File: config.mk
export PLATFORM = sky130hd
export DESIGN_NAME = cdb_arbiter
export DESIGN_NICKNAME = d
export VERILOG_FILES = /design/src/rtl/cdb_pkg.sv /design/src/rtl/cdb_arbiter_rr_pick.sv /design/src/rtl/cdb_arbiter.sv
export SDC_FILE = /design/constraint.sdc
export NUM_CORES = 1
export LEC_CHECK = 0
export CORE_MARGIN = 2
export CORE_UTILIZATION = 30
export CTS_CLUSTER_DIAMETER = 80
export DETAILED_ROUTE_END_ITERATION = 16
export PLACE_DENSITY = 0.73
export SLEW_MARGIN = 5
export SYNTH_ARGS = -nofsm -noshare
export SYNTH_HDL_FRONTEND = slang
export SYNTH_SLANG_ARGS = --single-unit
export TNS_END_PERCENT = 50
File: constraint.sdc
create_clock -name clk -period 6.45 [get_ports clk]
set_clock_uncertainty 0.1 [all_clocks]
set_input_delay 1.29 -clock clk [delete_from_list [all_inputs] [get_ports clk]]
set_output_delay 1.29 -clock clk [all_outputs]
set_load 0.02 [all_outputs]
File: src/rtl/cdb_pkg.sv
// Shared constants and the broadcast register format for the CDB arbiter.
package cdb_pkg;

    localparam int CDB_NUM_REQ = 4;
    localparam int CDB_DATA_W  = 32;
    localparam int CDB_TAG_W   = 6;
    localparam int CDB_SRC_W   = $clog2(CDB_NUM_REQ);

    // Broadcast register contents. Field widths follow the default build;
    // the arbiter casts into and out of these fields.
    typedef struct packed {
        logic                  valid;
        logic [CDB_TAG_W-1:0]  tag;
        logic [CDB_DATA_W-1:0] data;
        logic [CDB_SRC_W-1:0]  src;
    } cdb_entry_t;

    // Wrap a sum of two in-range indices back into 0..n-1. The requester
    // count need not be a power of two, so the wrap is an explicit compare.
    function automatic int rr_wrap(input int a, input int n);
        return (a >= n) ? (a - n) : a;
    endfunction

endpackage

File: src/rtl/cdb_arbiter_rr_pick.sv
// Round-robin pick: rotate requests so ptr sits at bit 0, take the lowest
// set bit, then rotate the one-hot grant back to port order.
module rr_pick
    import cdb_pkg::*;
#(
    parameter int N     = CDB_NUM_REQ,
    parameter int IDX_W = $clog2(N)
) (
    input  logic [N-1:0]     req_i,
    input  logic [IDX_W-1:0] ptr_i,
    output logic [N-1:0]     gnt_o,
    output logic [IDX_W-1:0] idx_o
);

    logic [N-1:0]     rot;
    logic [N-1:0]     rot_gnt;
    logic [IDX_W-1:0] first;
    logic [IDX_W-1:0] k;
    logic             found;

    // Rotate, fixed-priority select, un-rotate.
    always_comb begin
        rot     = '0;
        rot_gnt = '0;
        gnt_o   = '0;
        first   = '0;
        found   = 1'b0;
        k       = '0;
        for (int j = 0; j < N; j++) begin
            k      = IDX_W'(rr_wrap(j + int'(ptr_i), N));
            rot[j] = req_i[k];
        end
        for (int j = 0; j < N; j++) begin
            if (rot[j] && !found) begin
                rot_gnt[j] = 1'b1;
                first      = IDX_W'(j);
                found      = 1'b1;
            end
        end
        for (int j = 0; j < N; j++) begin
            k        = IDX_W'(rr_wrap(j + int'(ptr_i), N));
            gnt_o[k] = rot_gnt[j];
        end
        idx_o = IDX_W'(rr_wrap(int'(first) + int'(ptr_i), N));
    end

endmodule

File: src/rtl/cdb_arbiter.sv
// Common data bus arbiter: round-robin grant among functional-unit result
// ports, AND-OR steering of the winner, and a registered broadcast stage.
module cdb_arbiter
    import cdb_pkg::*;
#(
    parameter int NUM_REQ = CDB_NUM_REQ,
    parameter int DATA_W  = CDB_DATA_W,
    parameter int TAG_W   = CDB_TAG_W
) (
    input  logic                        clk,
    input  logic                        rst_n,
    input  logic [NUM_REQ-1:0]          req_valid,
    input  logic [NUM_REQ*TAG_W-1:0]    req_tag,
    input  logic [NUM_REQ*DATA_W-1:0]   req_data,
    output logic [NUM_REQ-1:0]          req_ready,
    input  logic                        cdb_stall,
    input  logic                        flush,
    output logic                        cdb_valid,
    output logic [TAG_W-1:0]            cdb_tag,
    output logic [DATA_W-1:0]           cdb_data,
    output logic [$clog2(NUM_REQ)-1:0]  cdb_src
);

    localparam int SRC_W = $clog2(NUM_REQ);
    localparam logic [SRC_W-1:0] LAST_IDX = SRC_W'(NUM_REQ - 1);

    logic [SRC_W-1:0]  ptr_q, ptr_d;
    cdb_entry_t        entry_q, entry_d;
    logic [NUM_REQ-1:0] pick_gnt;
    logic [SRC_W-1:0]  pick_idx;
    logic [TAG_W-1:0]  tag_sel;
    logic [DATA_W-1:0] data_sel;
    logic              fire;

    rr_pick #(
        .N     (NUM_REQ),
        .IDX_W (SRC_W)
    ) u_pick (
        .req_i (req_valid),
        .ptr_i (ptr_q),
        .gnt_o (pick_gnt),
        .idx_o (pick_idx)
    );

    // Grant is suppressed while in reset, stalled, or flushing.
    always_comb begin
        req_ready = (rst_n && !cdb_stall && !flush) ? pick_gnt : '0;
        fire      = |req_ready;
    end

    // One-hot AND-OR select of the winner's tag and data.
    always_comb begin
        tag_sel  = '0;
        data_sel = '0;
        for (int i = 0; i < NUM_REQ; i++) begin
            tag_sel  = tag_sel  | ({TAG_W{req_ready[i]}}  & req_tag[i*TAG_W +: TAG_W]);
            data_sel = data_sel | ({DATA_W{req_ready[i]}} & req_data[i*DATA_W +: DATA_W]);
        end
    end

    // Next broadcast and pointer: flush beats stall, stall holds everything.
    always_comb begin
        entry_d = entry_q;
        ptr_d   = ptr_q;
        if (flush) begin
            entry_d.valid = 1'b0;
        end else if (!cdb_stall) begin
            if (fire) begin
                entry_d.valid = 1'b1;
                entry_d.tag   = CDB_TAG_W'(tag_sel);
                entry_d.data  = CDB_DATA_W'(data_sel);
                entry_d.src   = CDB_SRC_W'(pick_idx);
                ptr_d         = (pick_idx == LAST_IDX) ? '0 : pick_idx + 1'b1;
            end else begin
                entry_d.valid = 1'b0;
            end
        end
    end

    // Broadcast register and priority pointer; reset drops any broadcast.
    always_ff @(posedge clk or negedge rst_n) begin
        if (!rst_n) begin
            entry_q <= '0;
            ptr_q   <= '0;
        end else begin
            entry_q <= entry_d;
            ptr_q   <= ptr_d;
        end
    end

    assign cdb_valid = entry_q.valid;
    assign cdb_tag   = TAG_W'(entry_q.tag);
    assign cdb_data  = DATA_W'(entry_q.data);
    assign cdb_src   = SRC_W'(entry_q.src);

endmodule
==> flow_summary.ini <==
; yosys + openroad results
[floorplan]
die_w_um = 99.1
rows = 34
initCoreUtil = 0.310
pin_count = 205
dieHeight_um = 99.1

[finish]
logic_gate_count = 209
final_cell_mix = clkdlybuf4s50_1 (203), a22oi_1 (76), dfrtp_1 (43), a31oi_1 (42), nor2_1 (40)
layout-drive-gt1-share = 0.0461
n_all_buffers = 210
final_cells = 585
diodes = 0
seqCellArea_sq_um = 1080
fillers = 795
fin_area_sq_um = 4920
area_growth_pct = 81.2
final-clk-cell-share = 0.0208
fin_util = 0.562

[logic_synthesis]
top_area_frac = 0.396
yosysTopAreaCell = dfrtp_1
yosysWarnings = 0
top_cells_by_area = dfrtp_1 (40%), a22oi_1 (21%), a31oi_1 (9.7%)
post-synth-top-count-cell = a22oi_1
edf_count = 0
postSynthAreaPerCell_sq_um = 9.46
synth_cell_type_count = 34
ys.flop_type = dfrtp_1
ys_async_sr_fraction = 1.00
synth-seq-area-share = 0.396

[setup_path]
cp-startpoint = req_valid[1]
worstSetupStartpointType = primary input
r2r-end = cdb_data[27]
ff2ff_path_depth = 11
reg2reg_from = ptr_q[0]
cp.required_ns = 5.06
cp.arrival_ns = 4.14
r2r_slack_ns = 2.16
critPathCaptureType = output port

[routing]
wl_met2_um = 5340
vias_per_cell = 5.34
drt-initial-drc-count = 127
wl_met1_um = 4020
postRouteAntennaNets = 0
routed_wl_um = 10300
wl_per_cell_um = 17.6
highest_layer = met4
vias = 3124

[final_timing]
slew_headroom = 0.423
fmax_mhz = 181
hold_ws_ns = 0.418
min_period_ns = 5.53
report.final.slew_viol_count = 0
rsz0062_at_grt = false

[global_routing]
grt_use_met1 = 0.235
antenna_found_initial = 0
grt_pass1_wl_um = 15900
track_usage = 0.199
grt_max_degree = 57
met2_usage = 0.364
grt_pass1_vias = 3224

[status]
status = complete, no violations

[placement]
port_buffers = 204
place_congestion = 0.818
hpwl_um = 7700

[power_and_ir_drop]
clock_power_share = 0.108
maxPowerGroup = combinational logic
ir_worst_vdd_uv = 159
switching_share = 0.413
powerDensity_nw_per_um2 = 377
comb_power_share = 0.621

[flow_run]
warnings = 32
cap_violations = 0

[min_path]
worstHoldStart = cdb_src[0]
holdPathEnd = cdb_src[0]

[cts]
h-tree-depth = 2
root_buffer = clkbuf_8
cts.path.max_buffers = 2
cts_setup_buffers = 0
path_clk_slew_ns = 0.07
[kinds of logic (layout without fill, tap and decap cells)]
| group | after synthesis | count (layout) | synth area share |
|---|---|---|---|
| simple gates | 56 | 56 | 0.0972 |
| mux | 5 | 5 | 0.0332 |
| fa+ha+maj | 8 | 8 | 0.0369 |
| compound gates | 136 | 136 | 0.357 |
| xor+xnor | 4 | 4 | 0.0129 |
| flops | 43 | 43 | 0.396 |
| buf+inv | 35 | 225 | 0.0664 |
[registers in the layout, summed over array words and instances, names as in the netlist]
signal,count
cdb_data,32
ptr_q,2
cdb_valid,1
cdb_src,2
cdb_tag,6
[critical path: stages]
cell	delay, ns
clkdlybuf4s50_1	0.55
or3b_1	0.39
a2111oi_0	0.74
o21ai_0	0.34
a21oi_4	0.20
clkdlybuf4s50_1	0.63
### M1 wires

The bar under the picture is 20 um long.
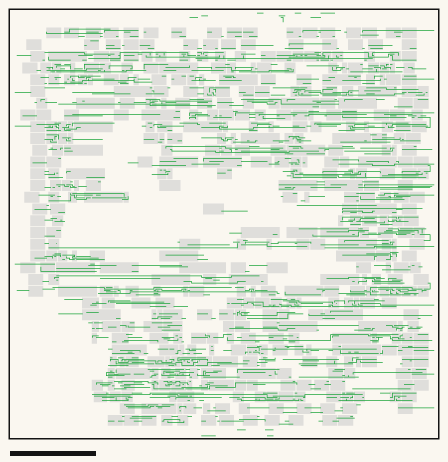
wire length on this layer: 4,020 um
main direction: horizontal
nets with wire on the layer: 554

### The metal 2 layer

The bar under the picture is 20 um long.
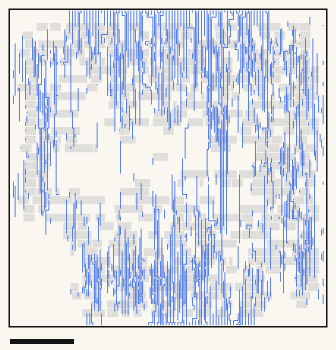
nets with wire on the layer: 548
wire length on this layer: 5,340 um
share of all routed wire: 52%

### Metal 3

The bar under the picture is 20 um long.
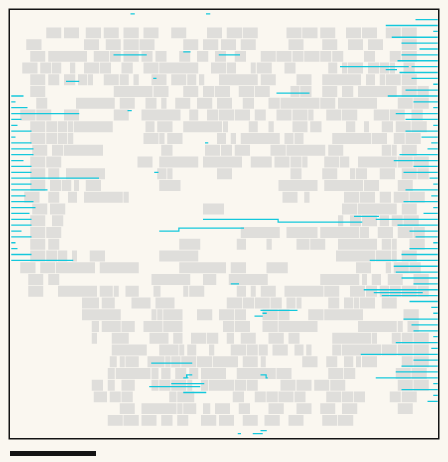
main direction: horizontal
longest straight run: 20.0 um
share of all routed wire: 7.1%

### Pin map

The bar under the picture is 20 um long. Pins as bars across the die edge, other pins in grey.
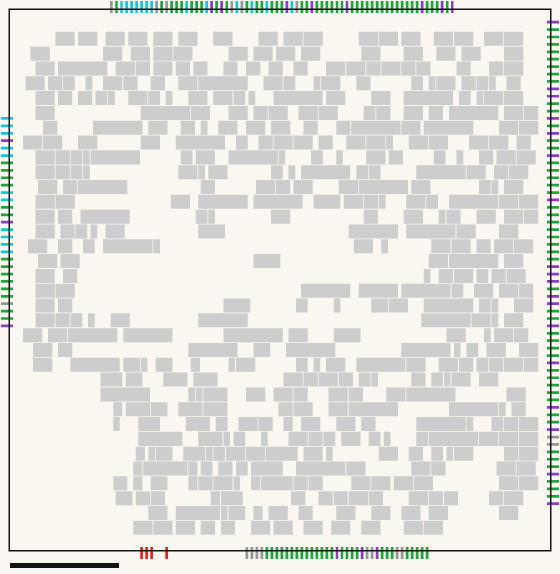
| port | colour | pins | direction | edge |
|---|---|---|---|---|
| `cdb_data` | purple | 32 | output | 18 right, 8 top, 3 left, 3 bottom |
| `req_tag` | cyan | 24 | input | 13 top, 11 left |
| `req_data` | green | 128 | input | 46 right, 42 top, 26 bottom, 14 left |
| `req_valid` | red | 4 | input | bottom |

